## src/rtl/algo_3r1w_traffic_gen.sv

```systemverilog
// Traffic generator for the 3r1w algorithmic memory: initialises every address,
// drives concurrent 1W+3R traffic and checks each read response against the pattern.
module algo_3r1w_traffic_gen #(
    parameter int unsigned WIDTH    = 32,
    parameter int unsigned BITADDR  = 13,
    parameter int unsigned NUMADDR  = 8192,
    parameter int unsigned RD_DELAY = 2,
    parameter int unsigned STRIDE   = 1,
    parameter int unsigned NUMOPS   = 1024,
    parameter int unsigned REFRESH  = 1,
    parameter int unsigned REFFREQ  = 6,
    parameter logic [31:0] SEED     = 32'hA5A5_5A5A
) (
    input  logic                 clk,
    input  logic                 rst,
    input  logic                 start,
    input  logic                 ready,
    output logic                 busy,
    output logic                 done,
    output logic                 refr,
    output logic                 write,
    output logic [BITADDR-1:0]   wr_adr,
    output logic [WIDTH-1:0]     din,
    output logic [2:0]           read,
    output logic [3*BITADDR-1:0] rd_adr,
    input  logic [3*WIDTH-1:0]   rd_dout,
    input  logic [2:0]           rd_vld,
    input  logic [2:0]           rd_serr,
    input  logic [2:0]           rd_derr,
    output logic [15:0]          err_cnt,
    output logic                 err_flag,
    output logic [1:0]           err_port,
    output logic [BITADDR-1:0]   err_adr
);

    typedef enum logic [2:0] {
        S_IDLE, S_WAITRDY, S_INIT, S_RUN, S_DRAIN, S_DONE
    } state_t;

    state_t                                r_state;
    logic                                  r_busy, r_done, r_refr, r_write;
    logic [BITADDR-1:0]                    r_wr_adr;
    logic [WIDTH-1:0]                      r_din;
    logic [2:0]                            r_read;
    logic [2:0][BITADDR-1:0]               r_rd_adr;
    logic [15:0]                           r_err_cnt;
    logic                                  r_err_flag;
    logic [1:0]                            r_err_port;
    logic [BITADDR-1:0]                    r_err_adr;
    logic [BITADDR-1:0]                    r_adr;
    logic [31:0]                           r_k;
    logic [31:0]                           r_refcnt;
    logic [31:0]                           r_blank;
    logic [RD_DELAY-1:0][2:0]              r_pv;
    logic [RD_DELAY-1:0][2:0][BITADDR-1:0] r_pa;

    logic [2:0]                            w_err;
    logic [1:0]                            w_nerr;
    logic [16:0]                           w_sum;
    logic [15:0]                           w_cnt_next;
    logic [1:0]                            w_first;
    logic [BITADDR-1:0]                    w_first_adr;
    logic                                  w_chk;

    function automatic logic [WIDTH-1:0] pat(input logic [BITADDR-1:0] a);
        return WIDTH'(a) ^ WIDTH'(SEED);
    endfunction

    // base is always < NUMADDR, so one conditional subtract wraps the sum
    function automatic logic [BITADDR-1:0] wrap_add(input logic [BITADDR-1:0] b,
                                                    input int unsigned off);
        logic [BITADDR:0] s;
        s = {1'b0, b} + (BITADDR+1)'(off % NUMADDR);
        if (s >= (BITADDR+1)'(NUMADDR))
            s = s - (BITADDR+1)'(NUMADDR);
        return s[BITADDR-1:0];
    endfunction

    assign w_chk = (r_blank == '0);

    always_comb begin
        w_err = '0;
        for (int unsigned p = 0; p < 3; p++) begin
            if (r_pv[RD_DELAY-1][p] != rd_vld[p])
                w_err[p] = 1'b1;
            if (r_pv[RD_DELAY-1][p] && rd_vld[p] &&
                rd_dout[p*WIDTH +: WIDTH] != pat(r_pa[RD_DELAY-1][p]))
                w_err[p] = 1'b1;
            if (rd_vld[p] && (rd_serr[p] || rd_derr[p]))
                w_err[p] = 1'b1;
        end
        w_nerr     = 2'(w_err[0]) + 2'(w_err[1]) + 2'(w_err[2]);
        w_sum      = {1'b0, r_err_cnt} + 17'(w_nerr);
        w_cnt_next = w_sum[16] ? 16'hFFFF : w_sum[15:0];
        if (w_err[0]) begin
            w_first     = 2'd0;
            w_first_adr = r_pa[RD_DELAY-1][0];
        end else if (w_err[1]) begin
            w_first     = 2'd1;
            w_first_adr = r_pa[RD_DELAY-1][1];
        end else begin
            w_first     = 2'd2;
            w_first_adr = r_pa[RD_DELAY-1][2];
        end
    end

    always_ff @(posedge clk) begin
        if (rst) begin
            r_state    <= S_IDLE;
            r_busy     <= 1'b0;
            r_done     <= 1'b0;
            r_refr     <= 1'b0;
            r_write    <= 1'b0;
            r_wr_adr   <= '0;
            r_din      <= '0;
            r_read     <= '0;
            r_rd_adr   <= '0;
            r_err_cnt  <= '0;
            r_err_flag <= 1'b0;
            r_err_port <= '0;
            r_err_adr  <= '0;
            r_adr      <= '0;
            r_k        <= '0;
            r_refcnt   <= '0;
            r_pv       <= '0;
            r_pa       <= '0;
            // responses to reads issued before reset are still in flight
            r_blank    <= RD_DELAY;
        end else begin
            r_write <= 1'b0;
            r_read  <= '0;
            r_refr  <= 1'b0;
            if (r_blank != '0)
                r_blank <= r_blank - 1;

            r_pv[0] <= r_read;
            r_pa[0] <= r_rd_adr;
            for (int unsigned d = 1; d < RD_DELAY; d++) begin
                r_pv[d] <= r_pv[d-1];
                r_pa[d] <= r_pa[d-1];
            end

            if (w_chk && w_nerr != 2'd0) begin
                r_err_cnt  <= w_cnt_next;
                r_err_flag <= 1'b1;
                if (!r_err_flag) begin
                    r_err_port <= w_first;
                    r_err_adr  <= w_first_adr;
                end
            end

            case (r_state)
                S_IDLE: begin
                    if (start) begin
                        r_state <= S_WAITRDY;
                        r_busy  <= 1'b1;
                    end
                end
                S_WAITRDY: begin
                    if (ready) begin
                        r_state  <= S_INIT;
                        r_adr    <= '0;
                        r_k      <= '0;
                        r_refcnt <= '0;
                    end
                end
                S_INIT, S_RUN: begin
                    if (REFRESH != 0 && r_refcnt == REFFREQ - 1) begin
                        r_refcnt <= '0;
                        r_refr   <= 1'b1;
                    end else begin
                        r_refcnt <= r_refcnt + 1;
                        if (ready) begin
                            r_write <= 1'b1;
                            if (r_state == S_INIT) begin
                                r_wr_adr <= r_adr;
                                r_din    <= pat(r_adr);
                                if (r_adr == BITADDR'(NUMADDR - 1)) begin
                                    r_adr   <= '0;
                                    r_state <= S_RUN;
                                end else begin
                                    r_adr <= r_adr + 1'b1;
                                end
                            end else begin
                                r_read <= 3'b111;
                                for (int unsigned p = 0; p < 3; p++)
                                    r_rd_adr[p] <= wrap_add(r_adr, p * STRIDE);
                                r_wr_adr <= wrap_add(r_adr, 3 * STRIDE);
                                r_din    <= pat(wrap_add(r_adr, 3 * STRIDE));
                                r_adr    <= wrap_add(r_adr, 1);
                                if (r_k == NUMOPS - 1) begin
                                    r_k     <= '0;
                                    r_state <= S_DRAIN;
                                end else begin
                                    r_k <= r_k + 1;
                                end
                            end
                        end
                    end
                end
                S_DRAIN: begin
                    if (r_k == RD_DELAY - 1) begin
                        r_state <= S_DONE;
                        r_busy  <= 1'b0;
                        r_done  <= 1'b1;
                    end else begin
                        r_k <= r_k + 1;
                    end
                end
                S_DONE: begin
                    if (start) begin
                        r_state    <= S_WAITRDY;
                        r_busy     <= 1'b1;
                        r_done     <= 1'b0;
                        r_err_cnt  <= '0;
                        r_err_flag <= 1'b0;
                        r_err_port <= '0;
                        r_err_adr  <= '0;
                    end
                end
                default: r_state <= S_IDLE;
            endcase
        end
    end

    assign busy     = r_busy;
    assign done     = r_done;
    assign refr     = r_refr;
    assign write    = r_write;
    assign wr_adr   = r_wr_adr;
    assign din      = r_din;
    assign read     = r_read;
    assign rd_adr   = r_rd_adr;
    assign err_cnt  = r_err_cnt;
    assign err_flag = r_err_flag;
    assign err_port = r_err_port;
    assign err_adr  = r_err_adr;

endmodule

```

## config.mk

```make
export PLATFORM = sky130hd
export DESIGN_NAME = algo_3r1w_traffic_gen
export DESIGN_NICKNAME = d
export VERILOG_FILES = /design/src/rtl/algo_3r1w_traffic_gen.sv
export SDC_FILE = /design/constraint.sdc
export NUM_CORES = 1
export LEC_CHECK = 0
export CORE_MARGIN = 5
export CORE_UTILIZATION = 28
export DETAILED_ROUTE_END_ITERATION = 10
export PLACE_DENSITY = 0.56
export SYNTH_ARGS = -nofsm -noshare
export SYNTH_HDL_FRONTEND = slang
export SYNTH_SLANG_ARGS = --single-unit
export TNS_END_PERCENT = 20
```

## constraint.sdc

```tcl
create_clock -name clk -period 5.9 [get_ports clk]
set_input_delay 0.885 -clock clk [delete_from_list [all_inputs] [get_ports clk]]
set_output_delay 0.885 -clock clk [all_outputs]
set_load 0.1 [all_outputs]
```

==> results.sh <==
# implementation run metrics
export IMPL_ys_area_um2=12800
export IMPL_tns_ps=0
export IMPL_clock_skew_ps=8.85
export IMPL_nWellTaps=600
export IMPL_min_to="r_pa[40]$_SDFF_PP0_"
export IMPL_rsz0062_at_grt="false"
export IMPL_reg2reg_from="r_pa[68]$_SDFF_PP0_"
export IMPL_clock_buffers=39
export IMPL_cts_hold_buffers=0
export IMPL_lay_top_cells="286 x dfxtp_1, 220 x clkdlybuf4s50_1, 164 x nor2_1"
export IMPL_min_path_cells=1
export IMPL_drcViolationCount=0
export IMPL_yosys_register_bits=286
export IMPL_required_ps=6370
export IMPL_topCombFamilyByArea="simple AND/OR/NAND/NOR gates"
export IMPL_ys_sh_simple_pct=26.9
export IMPL_status="finished clean"
export IMPL_async_flop_share_pct=0
export IMPL_vias=10713
export IMPL_seq_share_pct=34.8
export IMPL_cts_resized=0
export IMPL_synthMuxAreaShare_pct=1.34
export IMPL_signal_buffers=230
export IMPL_tritoncts="done"
export IMPL_ys_top_cells_by_area="dfxtp_1 45%, xor2_1 5.0%, nor2_1 4.8%"
export IMPL_period_minus_slack_ps=4290
export IMPL_startpoint="rd_dout[86]"
export IMPL_die_width_um=224
export IMPL_synthTopCellsByCount="286 x dfxtp_1, 165 x nor2_1, 116 x nand2_1, 83 x nor2b_1, 82 x a21oi_1"
export IMPL_end_kind="register"
export IMPL_max_freq_mhz=233
export IMPL_first_pass_iters=5
export IMPL_cts_inserted_buffers=30
export IMPL_post_drt_wl_per_cell_um=16.9
export IMPL_netlist_area_um2=12800
export IMPL_place_congestion=0.926
export IMPL_drtIter0Drc=603
export IMPL_top_register="r_pa"
export IMPL_synthAoiAreaFrac_pct=11.2
export IMPL_synthCells=1463
export IMPL_htreeDepth=1
export IMPL_fp_util_pct=28.3
export IMPL_lay_top_count="dfxtp_1"
export IMPL_hold_slack_ps=435
export IMPL_post_place_ws_ps=1100
export IMPL_top_area_share_pct=44.7
export IMPL_area_delta_synth_final_pct=28.3
export IMPL_combPwrFrac_pct=27.2
export IMPL_nFlopsAndLatches=286
export IMPL_totalPowerFinal_mw=5.75
m1.png
The bar under the picture is 50 um long.
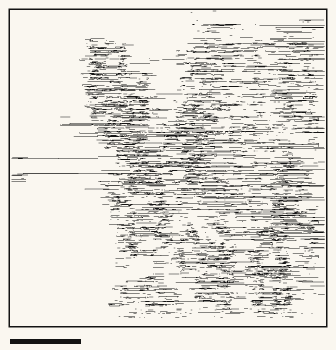
The layer holds 43% of the routed length. The longest straight run is 66.7 um.

m2.png
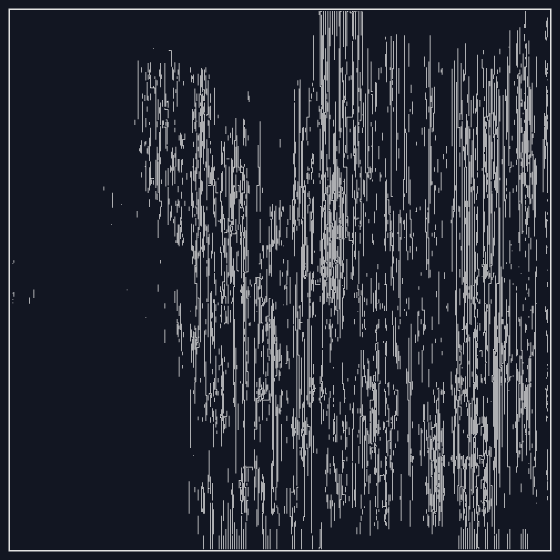
1413 nets have wire on it. The layer holds 48% of the routed length. The layer carries 18300 um of wire. The longest straight run is 116 um.

m3.png
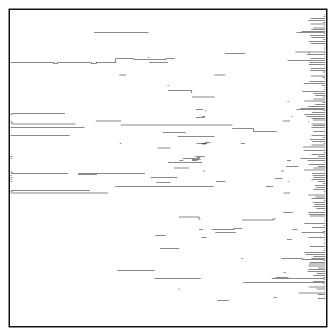
The longest straight run is 78.9 um. The layer holds 6.4% of the routed length.

congestion_map.png
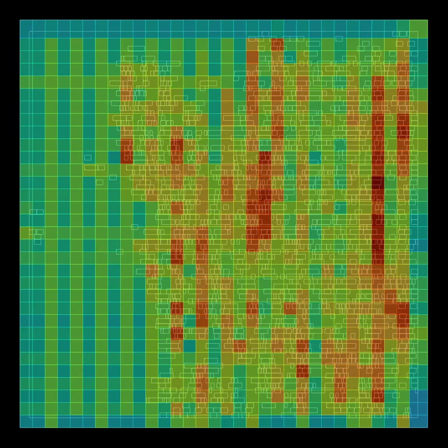
met1 GRT Util: 17.9%
grt met3 use: 3.46%
Final Core Density: 36.3%
most used routing layer: met2
met2 Resource Use GR: 25.6%

